<file path="config.mk">
export PLATFORM = sky130hd
export DESIGN_NAME = unidade_controle
export DESIGN_NICKNAME = d
export VERILOG_FILES = /design/src/rtl/nrisk_pkg.sv /design/src/rtl/unidade_controle_decodificador.sv /design/src/rtl/unidade_controle.sv
export SDC_FILE = /design/constraint.sdc
export NUM_CORES = 1
export LEC_CHECK = 0
export ABC_AREA = 1
export CORE_AREA = 3 3 74 76
export CTS_CLUSTER_DIAMETER = 120
export CTS_CLUSTER_SIZE = 12
export DETAILED_ROUTE_END_ITERATION = 16
export DIE_AREA = 0 0 77 79
export PLACE_DENSITY = 0.82
export SLEW_MARGIN = 20
export SYNTH_ARGS = -nofsm -noshare
export SYNTH_HDL_FRONTEND = slang
export SYNTH_SLANG_ARGS = --single-unit
</file>
<file path="constraint.sdc">
create_clock -name clock -period 5.6 [get_ports clock]
set_input_delay 0.84 -clock clock [delete_from_list [all_inputs] [get_ports clock]]
set_output_delay 0.84 -clock clock [all_outputs]
set_load 0.05 [all_outputs]
</file>
<file path="src/rtl/nrisk_pkg.sv">
// Shared definitions for the nRisk 8-bit core control unit:
// opcodes, FSM state encoding, register count and decoder class bundle.
package nrisk_pkg;

   localparam int unsigned NREG = 6;

   localparam logic [3:0] OP_NOP  = 4'h0;
   localparam logic [3:0] OP_LDI  = 4'h1;
   localparam logic [3:0] OP_LD   = 4'h2;
   localparam logic [3:0] OP_ST   = 4'h3;
   localparam logic [3:0] OP_ADD  = 4'h4;
   localparam logic [3:0] OP_SUB  = 4'h5;
   localparam logic [3:0] OP_AND  = 4'h6;
   localparam logic [3:0] OP_OR   = 4'h7;
   localparam logic [3:0] OP_JMP  = 4'h8;
   localparam logic [3:0] OP_BEQZ = 4'h9;
   localparam logic [3:0] OP_HLT  = 4'hF;

   typedef enum logic [1:0] {
      FETCH  = 2'd0,
      DECODE = 2'd1,
      WRITE  = 2'd2,
      HALT   = 2'd3
   } estado_t;

   // Instruction class flags produced by the decoder.
   typedef struct packed {
      logic reg_op;       // instruction names a bank register in ir[3:1]
      logic uses_imm;     // consumes the byte following the opcode
      logic writes_bank;  // ends with a bank write (LDI/ST)
      logic branch;       // JMP/BEQZ
      logic halt;         // HLT
      logic illegal;      // unassigned opcode
   } classe_t;

endpackage

</file>
<file path="src/rtl/unidade_controle_decodificador.sv">
// Combinational opcode classifier for the nRisk control unit.
module decodificador
   import nrisk_pkg::*;
(
   input  logic [3:0] op,
   output classe_t    classe
);

   // Map each opcode onto its class flags; unassigned opcodes are illegal.
   always_comb begin
      classe = '0;
      case (op)
         OP_NOP:  ;
         OP_LDI:  begin
            classe.reg_op      = 1'b1;
            classe.uses_imm    = 1'b1;
            classe.writes_bank = 1'b1;
         end
         OP_LD, OP_ADD, OP_SUB, OP_AND, OP_OR: classe.reg_op = 1'b1;
         OP_ST:   begin
            classe.reg_op      = 1'b1;
            classe.writes_bank = 1'b1;
         end
         OP_JMP, OP_BEQZ: begin
            classe.uses_imm = 1'b1;
            classe.branch   = 1'b1;
         end
         OP_HLT:  classe.halt    = 1'b1;
         default: classe.illegal = 1'b1;
      endcase
   end

endmodule

</file>
<file path="src/rtl/unidade_controle.sv">
// Multicycle control/sequencer for the nRisk 8-bit core: fetches from an
// asynchronous ROM, drives the register bank and holds acc plus the ALU.
//
// state  | meaning
// FETCH  | latch instr into ir, pc+1
// DECODE | registrador valid, bank read lands mid-cycle; execute or branch
// WRITE  | sinal high for one cycle, bank writes on the exit edge
// HALT   | stopped after HLT or error; only reset_n leaves
module unidade_controle #(
   parameter logic [7:0]  RESET_PC = 8'h00,
   parameter int unsigned NREG     = nrisk_pkg::NREG
) (
   input  logic       clock,
   input  logic       reset_n,
   input  logic [7:0] instr,
   output logic [7:0] pc,
   output logic       sinal,
   output logic [2:0] registrador,
   output logic [7:0] valorEscrita,
   input  logic [7:0] valorSaida,
   output logic [7:0] acc,
   output logic       zero,
   output logic       halted,
   output logic       erro
);
   import nrisk_pkg::*;

   estado_t    state_q, state_d;
   logic [7:0] pc_q, pc_d;
   logic [7:0] acc_q, acc_d;
   // Encoding bit 0 carries no information, so only [7:1] is kept.
   logic [7:1] ir_q, ir_d;
   logic [7:0] valor_q, valor_d;
   logic       sinal_q, sinal_d;
   logic [2:0] registrador_q, registrador_d;
   logic       halted_q, halted_d;
   logic       erro_q, erro_d;

   logic [3:0] op;
   logic [2:0] reg_idx;
   logic       reg_bad;
   logic       acc_zero;
   logic [7:0] pc_inc;
   logic [7:0] alu_res;
   classe_t    classe;

   assign op       = ir_q[7:4];
   assign reg_idx  = ir_q[3:1];
   assign reg_bad  = (32'(reg_idx) >= NREG);
   assign acc_zero = (acc_q == 8'h00);
   assign pc_inc   = pc_q + 8'd1;

   decodificador u_decodificador (
      .op     (op),
      .classe (classe)
   );

   // ALU: acc op s[r] for LD and the four arithmetic/logic ops, wrapping mod 256.
   always_comb begin
      alu_res = acc_q;
      case (op)
         OP_LD:   alu_res = valorSaida;
         OP_ADD:  alu_res = acc_q + valorSaida;
         OP_SUB:  alu_res = acc_q - valorSaida;
         OP_AND:  alu_res = acc_q & valorSaida;
         OP_OR:   alu_res = acc_q | valorSaida;
         default: alu_res = acc_q;
      endcase
   end

   // Next-state and next-output logic; outputs are computed for the state being entered.
   always_comb begin
      state_d       = state_q;
      pc_d          = pc_q;
      acc_d         = acc_q;
      ir_d          = ir_q;
      valor_d       = valor_q;
      sinal_d       = 1'b0;
      registrador_d = 3'b000;
      halted_d      = halted_q;
      erro_d        = erro_q;
      case (state_q)
         FETCH: begin
            ir_d          = instr[7:1];
            pc_d          = pc_inc;
            registrador_d = instr[3:1];
            state_d       = DECODE;
         end
         DECODE: begin
            if (classe.illegal || (classe.reg_op && reg_bad)) begin
               erro_d   = 1'b1;
               halted_d = 1'b1;
               state_d  = HALT;
            end else if (classe.halt) begin
               halted_d = 1'b1;
               state_d  = HALT;
            end else if (classe.writes_bank) begin
               valor_d       = classe.uses_imm ? instr : acc_q;
               pc_d          = classe.uses_imm ? pc_inc : pc_q;
               sinal_d       = 1'b1;
               registrador_d = reg_idx;
               state_d       = WRITE;
            end else if (classe.branch) begin
               pc_d    = ((op == OP_JMP) || acc_zero) ? instr : pc_inc;
               state_d = FETCH;
            end else if (classe.reg_op) begin
               acc_d   = alu_res;
               state_d = FETCH;
            end else begin
               state_d = FETCH;
            end
         end
         WRITE: begin
            state_d = FETCH;
         end
         HALT: begin
            halted_d = 1'b1;
            state_d  = HALT;
         end
         default: state_d = FETCH;
      endcase
   end

   // State and registered outputs; reset clears sinal immediately so an interrupted write never lands.
   always_ff @(posedge clock or negedge reset_n) begin
      if (!reset_n) begin
         state_q       <= FETCH;
         pc_q          <= RESET_PC;
         acc_q         <= 8'h00;
         ir_q          <= '0;
         valor_q       <= 8'h00;
         sinal_q       <= 1'b0;
         registrador_q <= 3'b000;
         halted_q      <= 1'b0;
         erro_q        <= 1'b0;
      end else begin
         state_q       <= state_d;
         pc_q          <= pc_d;
         acc_q         <= acc_d;
         ir_q          <= ir_d;
         valor_q       <= valor_d;
         sinal_q       <= sinal_d;
         registrador_q <= registrador_d;
         halted_q      <= halted_d;
         erro_q        <= erro_d;
      end
   end

   assign pc           = pc_q;
   assign acc          = acc_q;
   assign zero         = acc_zero;
   assign sinal        = sinal_q;
   assign registrador  = registrador_q;
   assign valorEscrita = valor_q;
   assign halted       = halted_q;
   assign erro         = erro_q;

endmodule
</file>
run_1/gate_families.png
Bar = 20 um.
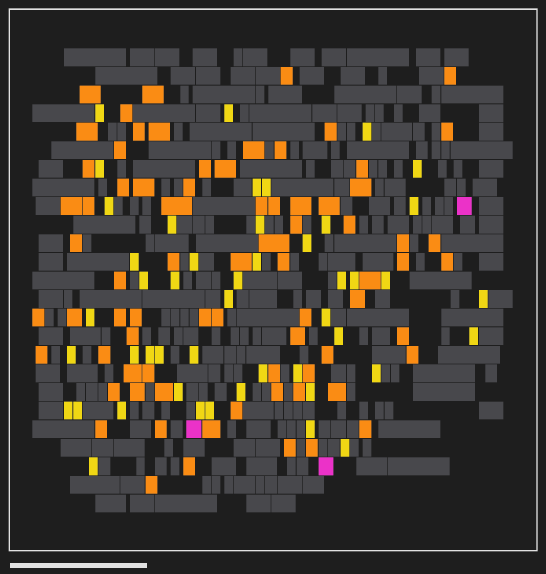
| color | family | cells |
|---|---|---|
| yellow | inverters | 47 |
| orange | inverting AOI/OAI gates | 75 |
| magenta | AND and OR gates | 3 |

run_1/cell_classes.png
Bar = 20 um.
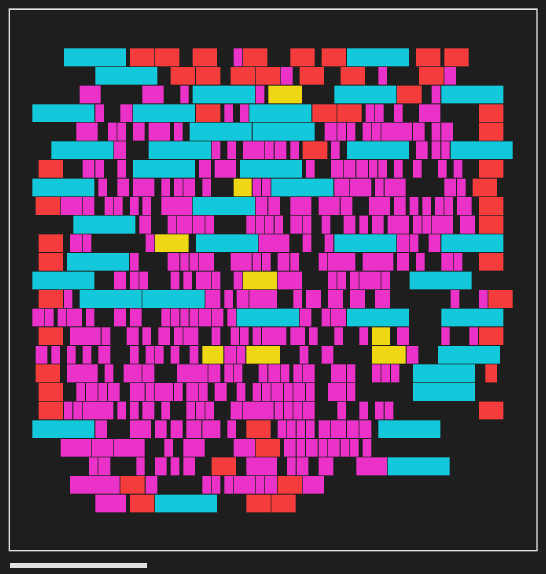
| color | class | cells |
|---|---|---|
| magenta | all other logic | 323 |
| yellow | clock drivers and dummy loads | 8 |
| red | other buffers and delay cells | 48 |
| cyan | flip-flops | 39 |

==> impl.org, run 1 <==
#+TITLE: Flow metrics

** Setup path
- STA reports a reg2reg setup slack of 3.10 ns.
- Startpoint of the worst register-to-register path :: ir_q[6]
- Crit-path max FO :: 5
- According to the timing report, the data required time at the worst endpoint equals 5.80 ns.
- STA classifies the critical path endpoint as a flop.
- Data arrives at the worst endpoint at 3.32 ns.

** Die
- Starting Density :: 56.0%
- Number of top-level pins :: 49
- Die area :: 0.00608 mm2

** Power
- The script computed a power per unit cell area of 664 mW/mm2.

** Yosys
- Flip-flop cell with the highest count after synthesis :: dfrtp_1
- Cell total in the yosys stat output :: 367
- Floorplan net count :: 397
- Per the post-synthesis stats, the area per cell is 7.30 um2.
- According to the Yosys statistics, the synthesized design has a chip area of 0.00268 mm2.

** Clocking
- H-tree lvl count :: 2
- The clock passes through at most 2 buffers.

** Routing
- Total met2 wirelength after detailed routing :: 3180 um
- TritonRoute output was used to compute an average wire per cell of 13.7 um.
- Detailed-router iteration count before antenna repair :: 4
- Total length of routed met3 wires :: 363 um
- Via density per instance :: 5.33
- Per the post-route antenna check, the number of violating nets is 0.
- In the final routing, the length of wire on met1 measures 3020 um.

** STA
- The end-of-flow timing check tallies setup violations at 0.
- For this run, the top clock speed supported by timing is 321 MHz.
- Setup repair after global routing left no endpoint under its margin.
- Setup TNS :: 0 ns
- Per the final report, max-transition violations number 0.

** Layout
- Per the layout area report, the register area comes to 976 um2.

** Hold path
- The path class of the tightest hold or removal check is reg2reg.

** GRT
- The first global-routing pass estimated 11,300 um of wire.
- The global router reports that the layer with the highest usage is met2.
- Initial antenna violation count :: 0

** Outcome
- Status :: finished, final reports clean

** Run
- The tool warning count for the run is 28.
run_1/pdn.png
Pins as bars on the die edge. Tap cells in gray.
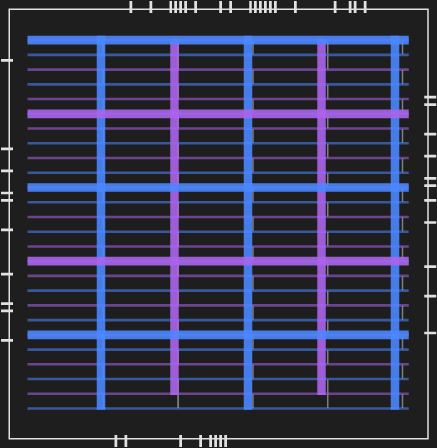
| color | net |
|---|---|
| blue | VSS |
| purple | VDD |
met1 rails: 26
met5 straps: 5
met4 straps: 5
die height: 79 um
die width: 77 um
Max IR drop VDD: 0.388 mV
area of the placeable core: 0.00479 mm2

==> run 1: worst max-delay path, cell delays in order <==
cell and delay [ns]:
clkdlybuf4s50_1 0.49, inv_1 0.14, ha_1 0.15, inv_1 0.04, nor3_1 0.14, inv_1 0.07, o21ai_0 0.21, xor2_1 0.19
ha_1 0.29, nand2_1 0.11, inv_1 0.05, nand2_1 0.06, nand2_1 0.05, a21oi_1 0.16, nand3_1 0.09, nand3_1 0.09
nand2_1 0.05, nand2_1 0.05, nand2_1 0.04
==> run 1: state kept, by name, summed over array words and instances (netlist names) <==
register	cells
registrador	3
acc	8
pc	8
valorEscrita	8
erro	1
ir_q	7
state_q	2
sinal	1
halted	1
==> run 1: area by class of cell <==
class                   instances  share of cell area [%]
clock buffers                   5                    2.09
inverters                      47                    5.36
repair buffers                 48                    14.4
well taps                      67                    2.55
flip-flops and latches         39                    29.7
clock inverters                 3                   0.722
multi-input cells             276                    45.2
==> run 1: power breakdown <==
group / total [mW] / internal (mW) / switching [mW]
clock: 0.200 / 0.0891 / 0.111
combinational: 1.44 / 0.476 / 0.965
sequential: 0.546 / 0.409 / 0.137
==> run 1: per-stage QoR <==
step	util (%)	instance area (um2)	instances	setup WS [ns]	total power [mW]
2_1_floorplan	-	2680	367	2.95	1.59
3_3_place_gp	66.8	3200	477	2.31	1.94
3_5_place_dp	66.8	3200	477	2.14	1.99
4_1_cts	68.8	3290	485	2.48	2.19
5_1_grt	68.8	3290	485	2.13	2.37
6_report	68.8	3290	485	2.49	2.19
==> run 1: placed cells by master, fill, tap and decap left out, types with 3 or more instances in the layout <==
cell type	count
o21ai_0	34
ha_1	11
clkbuf_8	5
inv_2	6
dfrtp_1	39
nand2_1	105
a21oi_1	12
inv_1	41
xnor2_1	3
o21ai_1	6
nor2_1	25
xor2_1	8
or2_2	3
clkdlybuf4s50_1	47
nand4_1	4
o21ai_2	12
nand2_2	4
nor2_2	5
nand3_1	25
==> run 1: worst min-delay path by stage <==
stage	from	depth (start not counted)	slack (ns)	endpoint
global route	halted	2	0.49	halted
detailed placement	erro	2	0.45	erro
finish	erro	2	0.46	erro
global placement	halted	2	0.45	halted
floorplan	state_q[0]	1	0.46	state_q[0]
CTS	erro	2	0.47	erro
==> run 1: cells by family after synthesis <==
logic type / after synthesis / synth area share, %
DFF: 39 / 36.4
buffers and inverters: 52 / 8.12
AOI/OAI and AO/OA: 75 / 16.9
and+or+nand+nor: 178 / 29.0
adders and majority gates: 12 / 5.88
xor gates and xnor gates: 11 / 3.60
==> run 1: cell usage after synthesis (5+ instances only) <==
| cell type | count | area (um2) |
|---|---|---|
| inv_1 | 41 | 154 |
| o21ai_1 | 6 | 30.0 |
| xor2_1 | 8 | 70.1 |
| dfrtp_1 | 39 | 976 |
| o21ai_2 | 12 | 105 |
| nor2_1 | 25 | 93.8 |
| nand3_1 | 25 | 125 |
| ha_1 | 11 | 138 |
| o21ai_0 | 34 | 170 |
| a21oi_1 | 12 | 60.1 |
| nand2_1 | 105 | 394 |
| nor2_2 | 5 | 31.3 |
| inv_2 | 6 | 22.5 |
==> run 2: changes to the inputs <==
--- a/config.mk
+++ b/config.mk
@@ -6,12 +6,12 @@
 export NUM_CORES = 1
 export LEC_CHECK = 0
 export ABC_AREA = 1
-export CORE_AREA = 3 3 74 76
+export CORE_AREA = 3 3 79 81
 export CTS_CLUSTER_DIAMETER = 120
 export CTS_CLUSTER_SIZE = 12
 export DETAILED_ROUTE_END_ITERATION = 16
-export DIE_AREA = 0 0 77 79
-export PLACE_DENSITY = 0.82
+export DIE_AREA = 0 0 82 84
+export PLACE_DENSITY = 0.76
 export SLEW_MARGIN = 20
 export SYNTH_ARGS = -nofsm -noshare
 export SYNTH_HDL_FRONTEND = slang
==> constraint.sdc (replaced) <==
create_clock -name clock -period 2.7 [get_ports clock]
set_input_delay 0.405 -clock clock [delete_from_list [all_inputs] [get_ports clock]]
set_output_delay 0.405 -clock clock [all_outputs]
set_load 0.05 [all_outputs]
run_2/pdn.png
Pins as bars on the die edge. Tap cells in gray.
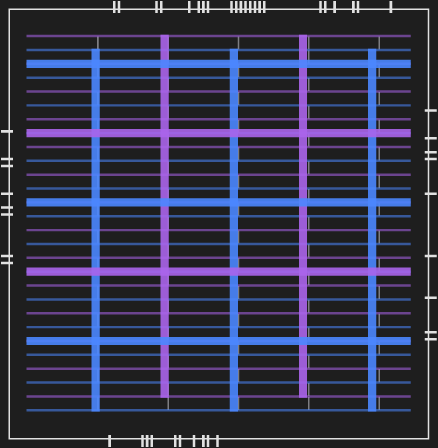
| color | net |
|---|---|
| purple | VDD |
| blue | VSS |
met1 rails: 28
rows: 27
die width: 82 um
Max IR drop VDD: 0.809 mV
area of the placeable core: 0.00554 mm2
die height: 84 um

==> run 2 against run 1 <==
Effect of this change:
- setup slack got worse by 2.2 ns
- die area rose by 13%
- sequential share of layout area shrank 1.3 points
- sequential power rose by 100%
- clock skew shrank 0.0091 ns
- sequential cell count stayed put
- combinational power increased by 120%
- clock power increased to 2.9 times the previous value
- clock-buffer cell count unchanged
- synthesized cell count stayed put
- critical endpoint unchanged
==> impl.org, run 2 <==
#+TITLE: Flow metrics

** Outcome
- The run finished with clean final reports.

** Clocking
- The maximum clock insertion buffer count came to 2 (unchanged).
- The total number of H-tree levels is 2 (unchanged).

** Yosys
- Of all cell types, the one taking the most synthesized area is dfrtp_1.
- Floorplan net count :: 397 (unchanged)
- By instance count, the leading cell after synthesis is nand2_1.
- Dominant cells by area after synthesis :: dfrtp_1, nand2_1, o21ai_0
- Flip-flop cell with the highest count after synthesis :: dfrtp_1

** Routing
- The average vias per placed instance is 5.25 (-1.5%).
- Count of nets left with antenna violations after detail routing :: 0 (unchanged)
- The wire length per cell was 14.0 um (+2.3%).

** Placement
- Placed Instance Area :: 0.00331 mm2 (+3.5%)

** STA
- The sum of negative setup slack is 0 ns (unchanged).
- The final tally of setup violations came to 0 (unchanged).

** Hold path
- The worst hold path belongs to the class in2async.

** Layout
- The library cells used most frequently in the layout, excluding fill and tap cells, are nand2_1, clkdlybuf4s50_1, inv_1.
- The register area was 976 um2 (unchanged).
- Top logic cell by instance count in the layout :: nand2_1

** Setup path
- Data required time at the worst endpoint :: 2.89 ns (-2.91 ns)
- WP data arrival :: 2.65 ns (-0.67 ns)

** Die
- The initial cell density of the core is 48.4% (-7.6 points).
- The total I/O pin count is 49 (unchanged).

** Power
- The post-route total power is 4.84 mW (+120%).

** GRT
- The initial antenna violation count came to 0 (unchanged).
## run 2: logic make-up after synthesis
logic type,share of synthesized area (%)
AND/OR/NAND/NOR,29.0
AND-OR/OR-AND,16.9
buffers and inverters,8.12
flip-flops,36.4
adder cells (fa/ha/maj),5.88
XOR/XNOR,3.60
## run 2: final timing paths
path / start / to / slack [ns] / depth (start not counted)
setup reg to reg: ir_q[4] / acc[3] / 0.32 / 13
max in group asynchronous: reset_n / pc[5] / 1.92 / 1
hold / removal: reset_n / halted / 0.22 / 1
min in group clock: erro / erro / 0.47 / 2
hold reg to reg: erro / erro / 0.47 / 2
setup / recovery: valorSaida[0] / acc[7] / 0.24 / 19
## run 2: per-stage QoR
step	worst slack, ns	utilization [%]
floorplan	0.485	-
CTS	0.240	62.2
detailed placement	-0.0783	59.7
global placement	-0.0110	59.7
finish	0.245	62.2
global route	0.0323	62.2
## run 2: layer usage
metal	GRT usage (%)	vias to the layer above	routed length, um
met2	33.3	86	3330
li1	-	1322	-
met1	30.7	1225	3240
met3	3.46	11	412
met5	0	-	0
met4	6.04	0	96
## run 2: final cells by class
type                            count  share of cell area, %
Clock buffer                        5                   2.00
Clock inverter                      3                   1.96
Inverter                           47                   5.12
Multi-Input combinational cell    276                   43.1
Sequential cell                    39                   28.3
Tap cell                           72                   2.61
Timing Repair Buffer               62                   16.8
## run 2: where the power goes
part / total, mW / switching, mW / internal (mW)
Combinational: 3.15 / 2.08 / 1.08
Clock: 0.584 / 0.215 / 0.369
Sequential: 1.10 / 0.252 / 0.850
Total: 4.84 / 2.54 / 2.30
## run 2: worst max-delay path, stage by stage
cell and delay (ns):
clkdlybuf4s50_1 0.42, inv_1 0.08, ha_1 0.14, inv_1 0.05
nor3_1 0.13, inv_1 0.07, o21ai_0 0.19, xor2_1 0.17
ha_1 0.27, nand2_1 0.10, inv_1 0.04, nand2_1 0.06
nand2_1 0.05, a21oi_1 0.15, nand3_1 0.09, nand3_1 0.08
nand2_1 0.05, nand2_1 0.05, nand2_1 0.04
Power figures rest on the tool's default switching activity, not on a simulated workload.
